File: src/rtl/alu_pkg.sv
// rtl/alu_pkg.sv - opcodes, FSM encoding and step-count helper for alu_seq
package alu_pkg;

  localparam logic [2:0] OP_FWD = 3'b000;
  localparam logic [2:0] OP_ADD = 3'b001;
  localparam logic [2:0] OP_AND = 3'b010;
  localparam logic [2:0] OP_OR  = 3'b011;
  localparam logic [2:0] OP_ROR = 3'b100;
  localparam logic [2:0] OP_MUL = 3'b101;
  localparam logic [2:0] OP_SRA = 3'b110;
  localparam logic [2:0] OP_SL  = 3'b111;

  typedef enum logic [1:0] {
    IDLE = 2'd0,
    EXEC = 2'd1,
    FIN  = 2'd2
  } state_t;

  // Number of single-bit steps an op needs; d2 carries DATA2 zero-extended, width < 64.
  function automatic logic [31:0] step_count(input logic [2:0] sel,
                                             input logic [63:0] d2,
                                             input int width);
    logic [63:0] mask;
    logic [63:0] sign_bit;
    logic [63:0] wid;
    logic [63:0] mag;
    logic [63:0] r;
    mask     = (64'd1 << width) - 64'd1;
    sign_bit = mask ^ (mask >> 1);
    wid      = 64'(width);
    mag      = d2 & mask;
    r        = '0;
    case (sel)
      OP_ROR: r = mag % wid;
      OP_SRA: r = (mag > wid) ? wid : mag;
      OP_SL: begin
        if ((d2 & sign_bit) != 64'd0) begin
          mag = (~d2 + 64'd1) & mask;
        end
        r = (mag > wid) ? wid : mag;
      end
      OP_MUL:  r = wid;
      default: r = '0;
    endcase
    return r[31:0];
  endfunction

endpackage

File: src/rtl/alu_step_unit.sv
// rtl/alu_step_unit.sv - one iteration of rotate / shift / shift-add multiply
module alu_step_unit
  import alu_pkg::*;
#(
  parameter int WIDTH = 8
) (
  input  logic [2:0]       op,
  input  logic             shift_left,
  input  logic [WIDTH-1:0] work,
  input  logic [WIDTH-1:0] acc,
  input  logic             mbit,
  output logic [WIDTH-1:0] work_next,
  output logic [WIDTH-1:0] acc_next
);

  always_comb begin
    work_next = work;
    acc_next  = acc;
    case (op)
      OP_ROR: work_next = {work[0], work[WIDTH-1:1]};
      OP_SRA: work_next = {work[WIDTH-1], work[WIDTH-1:1]};
      OP_SL: begin
        if (shift_left) begin
          work_next = {work[WIDTH-2:0], 1'b0};
        end else begin
          work_next = {1'b0, work[WIDTH-1:1]};
        end
      end
      OP_MUL: begin
        // work holds the multiplicand, doubled each step; carries out of acc are dropped
        work_next = {work[WIDTH-2:0], 1'b0};
        acc_next  = mbit ? (acc + work) : acc;
      end
      default: begin
        work_next = work;
        acc_next  = acc;
      end
    endcase
  end

endmodule

File: src/rtl/alu_seq.sv
// rtl/alu_seq.sv - multi-cycle ALU with START/READY/DONE handshake
module alu_seq
  import alu_pkg::*;
#(
  parameter int WIDTH = 8
) (
  input  logic             CLK,
  input  logic             RESET,
  input  logic             START,
  input  logic [2:0]       SELECT,
  input  logic [WIDTH-1:0] DATA1,
  input  logic [WIDTH-1:0] DATA2,
  output logic             READY,
  output logic             DONE,
  output logic [WIDTH-1:0] RESULT,
  output logic             ZERO,
  output logic             OVERFLOW
);

  localparam int CNTW = $clog2(WIDTH) + 1;

  state_t           state;
  state_t           state_next;
  logic [2:0]       op_r;
  logic             dir_r;
  logic [WIDTH-1:0] work_r;
  logic [WIDTH-1:0] acc_r;
  logic [WIDTH-1:0] mult_r;
  logic [CNTW-1:0]  cnt_r;
  logic [WIDTH-1:0] result_r;
  logic             zero_r;
  logic             ovf_r;

  logic             accept;
  logic [CNTW-1:0]  k;
  logic             stepping;
  logic             last_step;
  logic [2:0]       in_op;
  logic             in_dir;
  logic [WIDTH-1:0] in_work;
  logic [WIDTH-1:0] in_acc;
  logic [WIDTH-1:0] in_mult;
  logic [CNTW-1:0]  in_cnt;
  logic [WIDTH-1:0] work_next;
  logic [WIDTH-1:0] acc_next;
  logic [WIDTH-1:0] step_result;
  logic [WIDTH-1:0] sum;
  logic             add_ovf;
  logic [WIDTH-1:0] quick_result;

  assign accept = START && (state != EXEC);
  assign k      = CNTW'(step_count(SELECT, 64'(DATA2), WIDTH));

  // The accept edge already performs the first step, so EXEC lasts k-1 cycles.
  assign stepping  = (state == EXEC) || (accept && (k != '0));
  assign in_op     = (state == EXEC) ? op_r   : SELECT;
  assign in_dir    = (state == EXEC) ? dir_r  : ~DATA2[WIDTH-1];
  assign in_work   = (state == EXEC) ? work_r : DATA1;
  assign in_acc    = (state == EXEC) ? acc_r  : '0;
  assign in_mult   = (state == EXEC) ? mult_r : DATA2;
  assign in_cnt    = (state == EXEC) ? cnt_r  : k;
  assign last_step = stepping && (in_cnt == CNTW'(1));

  alu_step_unit #(.WIDTH(WIDTH)) u_step (
    .op         (in_op),
    .shift_left (in_dir),
    .work       (in_work),
    .acc        (in_acc),
    .mbit       (in_mult[0]),
    .work_next  (work_next),
    .acc_next   (acc_next)
  );

  assign step_result = (in_op == OP_MUL) ? acc_next : work_next;

  assign sum     = DATA1 + DATA2;
  assign add_ovf = (DATA1[WIDTH-1] == DATA2[WIDTH-1]) && (sum[WIDTH-1] != DATA1[WIDTH-1]);

  // Zero-step rotates and shifts leave the operand unchanged.
  always_comb begin
    quick_result = DATA1;
    case (SELECT)
      OP_FWD:  quick_result = DATA2;
      OP_ADD:  quick_result = sum;
      OP_AND:  quick_result = DATA1 & DATA2;
      OP_OR:   quick_result = DATA1 | DATA2;
      default: quick_result = DATA1;
    endcase
  end

  always_comb begin
    state_next = state;
    case (state)
      IDLE, FIN: begin
        if (accept) begin
          state_next = (k <= CNTW'(1)) ? FIN : EXEC;
        end else begin
          state_next = IDLE;
        end
      end
      EXEC: begin
        if (cnt_r == CNTW'(1)) begin
          state_next = FIN;
        end
      end
      default: state_next = IDLE;
    endcase
  end

  always_ff @(posedge CLK) begin
    if (RESET) begin
      state    <= IDLE;
      op_r     <= '0;
      dir_r    <= 1'b0;
      work_r   <= '0;
      acc_r    <= '0;
      mult_r   <= '0;
      cnt_r    <= '0;
      result_r <= '0;
      zero_r   <= 1'b1;
      ovf_r    <= 1'b0;
    end else begin
      state <= state_next;
      if (stepping) begin
        op_r   <= in_op;
        dir_r  <= in_dir;
        work_r <= work_next;
        acc_r  <= acc_next;
        mult_r <= in_mult >> 1;
        cnt_r  <= in_cnt - CNTW'(1);
      end
      if (accept && (k == '0)) begin
        result_r <= quick_result;
        zero_r   <= (quick_result == '0);
        ovf_r    <= (SELECT == OP_ADD) && add_ovf;
      end else if (last_step) begin
        result_r <= step_result;
        zero_r   <= (step_result == '0);
        ovf_r    <= 1'b0;
      end
    end
  end

  assign READY    = (state != EXEC);
  assign DONE     = (state == FIN);
  assign RESULT   = result_r;
  assign ZERO     = zero_r;
  assign OVERFLOW = ovf_r;

endmodule

File: config.mk
export PLATFORM = sky130hd
export DESIGN_NAME = alu_seq
export DESIGN_NICKNAME = d
export VERILOG_FILES = /design/src/rtl/alu_pkg.sv /design/src/rtl/alu_step_unit.sv /design/src/rtl/alu_seq.sv
export SDC_FILE = /design/constraint.sdc
export NUM_CORES = 1
export LEC_CHECK = 0
export CORE_MARGIN = 2
export CORE_UTILIZATION = 40
export DETAILED_ROUTE_END_ITERATION = 12
export PLACE_DENSITY_LB_ADDON = 0.05
export SKIP_CTS_REPAIR_TIMING = 1
export SLEW_MARGIN = 20
export SYNTH_ARGS = -nofsm -noshare
export SYNTH_HDL_FRONTEND = slang
export SYNTH_SLANG_ARGS = --single-unit
File: constraint.sdc
create_clock -name CLK -period 7.6 [get_ports CLK]
set_clock_uncertainty 0.2 [all_clocks]
set_input_delay 1.9 -clock CLK [delete_from_list [all_inputs] [get_ports CLK]]
set_output_delay 1.9 -clock CLK [all_outputs]
set_load 0.01 [all_outputs]
==> changes_impl.md <==
### Implementation results

- Worst-margin pin slew: 1.04 ns
- HP Start: RESULT[7]$_SDFFE_PP0P_
- Die area: 0.0106 mm2
- Hpwl dp: 9.71 mm
- Pwr per Cell Area: 152 mW/mm2
- Global placement routability congestion: 0.873
- Root buf cell: clkbuf_8
- IO Count: 34
- Mapped Nets: 568
- Req. time, crit path: 7.61 ns
- Tool warning count: 36
- CTS H-Tree Depth: 2
- Starting DRT DRC Count: 330
- Count of final hold-check violations: 0
- P_leak: 1.75 nW
- Max Slew Vio Count: 0
- Register area share after synthesis: 0.219
- Top cells, area: dfxtp_1 (22%), ha_1 (8.6%), a21oi_1 (5.6%)
- Crit path buf inv count: 1
- Drt first pass iters: 5
- Die Ht: 103 um
- Crit path kind: in -> reg
- Initial antenna violation count: 0
- Synth Instances: 517
- Slew margin rel.: 0.309
- Via/cell ratio: 5.95
- Dpl cells: 657
- Synth cell types: 76
- Fmax: 0.175 GHz
- Peak supply drop: 0.0845 mV
- FF-to-FF Start: state[0]$_SDFFE_PP0P_
- Syn. warnings: 0
- Area Overhead vs Synth: 12.6%
- Status: finished, final reports clean
- CP endpoint kind: register
- Cell type with the largest total area: dfxtp_1
- RSZ-0062 raised after global routing: no
- Pin count of the biggest net entering global routing: 44
- Number of enable flip-flop cells: 0
- WP data arrival: 5.72 ns
- Post-route ant nets: 0
- Min cycle time layout: 5.71 ns
- Yosys stat cell total: 517
- CTS Buf Count: 5
- Ratio of cells with drive above 1 in the final layout: 0.0733
- Syn avg cell area: 7.60 um2
- Vias in the first global route: 3867
- CP peak stage delay: 0.98 ns
- Nets: 582
- Core Density at Floorplan: 0.407
- Clk latency late pin: 0.31 ns
- Min-Delay Path Class: reg -> reg
- CTS clk-pin slew, worst paths: 0.09 ns
- Final period utilization: 0.752
- DRC Markers: 0
- Fin Hold WS: 0.277 ns
- CTS sink cnt: 43
- Multi-input logic area: 0.00281 mm2
- Flop area: 861 um2
- CP Launch Point: SELECT[0]
- First-pass GRT wire length: 20.3 mm
- Critical-path cell list: clkdlybuf4s50_1, nand2_1, a2111o_1, or4_1, and3b_4, o2111a_4, o21ai_4, a21oi_1, a2111oi_2
- Routed wire per std cell: 19.0 um
- Predominant post-synthesis flop cell: dfxtp_1
==> cells by family (layout without fill, tap and decap cells) <==
family,count (synthesis),count (layout),share of synthesized area
XOR/XNOR,12,12,0.0268
adder cells (fa/ha/maj),29,29,0.0962
buffers and inverters,66,81,0.0659
AND-OR/OR-AND,164,164,0.296
AND/OR/NAND/NOR,181,181,0.233
multiplexers,22,22,0.0631
flip-flops,43,43,0.219
==> stage by stage <==
step | power (mW) | utilization | instance area [um2]
after floorplan | 0.436 | - | 3930
after global placement | 0.516 | 0.449 | 4330
after detailed placement | 0.516 | 0.449 | 4330
after CTS | 0.675 | 0.459 | 4420
after global routing | 0.713 | 0.459 | 4420
final | 0.672 | 0.459 | 4420
==> cells in the final DEF (no fill, tap or decap), drive strengths merged, types with 8 or more instances in the layout <==
master and count:
mux2i 18, dfxtp 43, clkdlybuf4s50 33, inv 37, nand3 10, nor2 52, a21oi 45, xnor2 9
nand2b 8, nand2 39, o21ai 28, ha 27, a211oi 12, nor3 22
==> power breakdown <==
part           switching (mW)  leakage [nW]  internal [mW]
clock network          0.0917        0.0408         0.0659
registers              0.0161         0.352          0.245
logic                   0.152          1.36          0.101
==> Yosys cell counts, types with 10 or more instances <==
| master | count |
|---|---|
| a21oi_1 | 44 |
| nand2_1 | 38 |
| o21ai_0 | 26 |
| nor2_1 | 50 |
| a211oi_1 | 10 |
| nand3_1 | 10 |
| dfxtp_1 | 43 |
| inv_1 | 35 |
| mux2i_1 | 18 |
| clkbuf_1 | 22 |
| ha_1 | 27 |
| nor3_1 | 22 |
==> routing by layer <==
layer	vias up	share of wire	track usage
met5	-	0	0
met3	17	0.050	0.0339
li1	1918	-	-
met2	116	0.47	0.422
met1	1907	0.46	0.341
met4	0	0.020	0.0587
==> layout make-up <==
cell class                 count  share of cell area
multi-input combinational    408               0.636
sequential                    43               0.195
timing repair buffer          36              0.0798
tap                          133              0.0376
inverter                      37              0.0314
clock buffer                   5              0.0156
clock inverter                 3             0.00538
==> flip-flops by register name, indices dropped and copies added (netlist names) <==
| signal | cells |
|---|---|
| dir_r | 1 |
| cnt_r | 4 |
| work_r | 8 |
| RESULT | 8 |
| state | 2 |
| acc_r | 8 |
| ZERO | 1 |
| OVERFLOW | 1 |
| mult_r | 7 |
| op_r | 3 |
==> path summary, 6_finish.rpt <==
path / endpoint / slack (ns) / cells after the start
max: acc_r[7]$_SDFFE_PP0P_ / 1.89 / 9
min: RESULT[7]$_SDFFE_PP0P_ / 0.28 / 1
max reg2reg: ZERO$_SDFFE_PP1P_ / 3.43 / 14
min reg2reg: RESULT[7]$_SDFFE_PP0P_ / 0.28 / 1
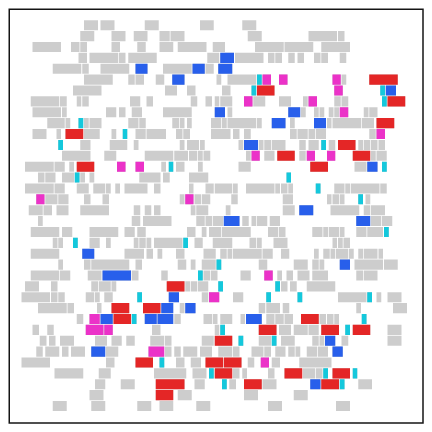
(gate families picked out)
Drawn at 4 px/um.
color	family	cells
magenta	AND and OR gates	22
blue	AND-OR and OR-AND gates	29
red	adder and majority cells	29
cyan	inverters	37
Final Non-Filler Cells: 665
Commonest Layout Cell: nor2_1
logic share of the area: 0.636

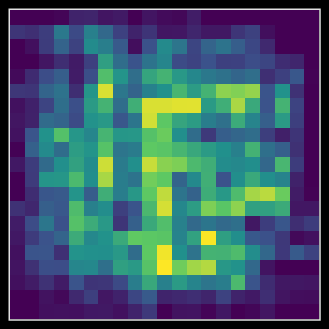
(routed metal per tile)
Drawn at 3 px/um. The die is cut into 21 by 21 equal tiles; dark purple is low, yellow is high, scaled to the fullest tile. Values are wire area over tile area, all layers added.
fullest tile	0.56
mean over tiles	0.19
nearly empty tiles	11%
tiles over half the peak	28%
densest ninth of the die	center
Detailed Route WL: 12.7 mm
total number of vias: 3958
GRT Util Overall: 0.251

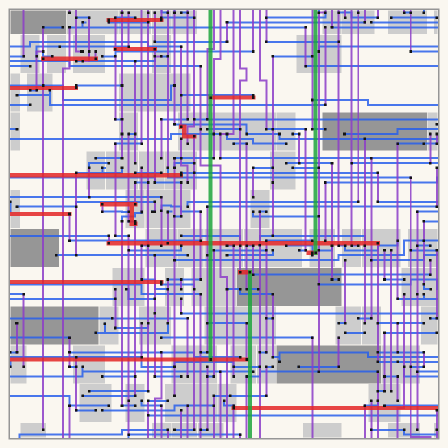
(a small window of the routed layout)
Window x 37 to 67, y 37 to 67 um. Cells in gray, sequential cells in the stronger gray; small squares are vias.
color	layer
purple	met2
red	met3
blue	met1
green	met4
sequential cells in the window	5
netlist names of flops here include	work_r (3)
cells with their middle in the window	60
most frequent	nor2_1 (12), dfxtp_1 (5), nand2_1 (4)

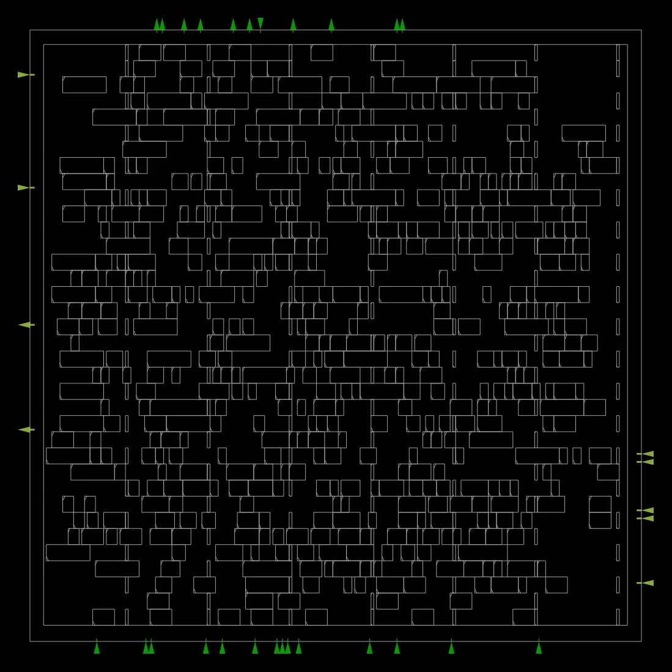
(placement view)
fin util: 0.459
Row Count: 36
Core Area: 0.00964 mm2
# fillers: 1032

Power figures rest on the tool's default switching activity, not on a simulated workload.
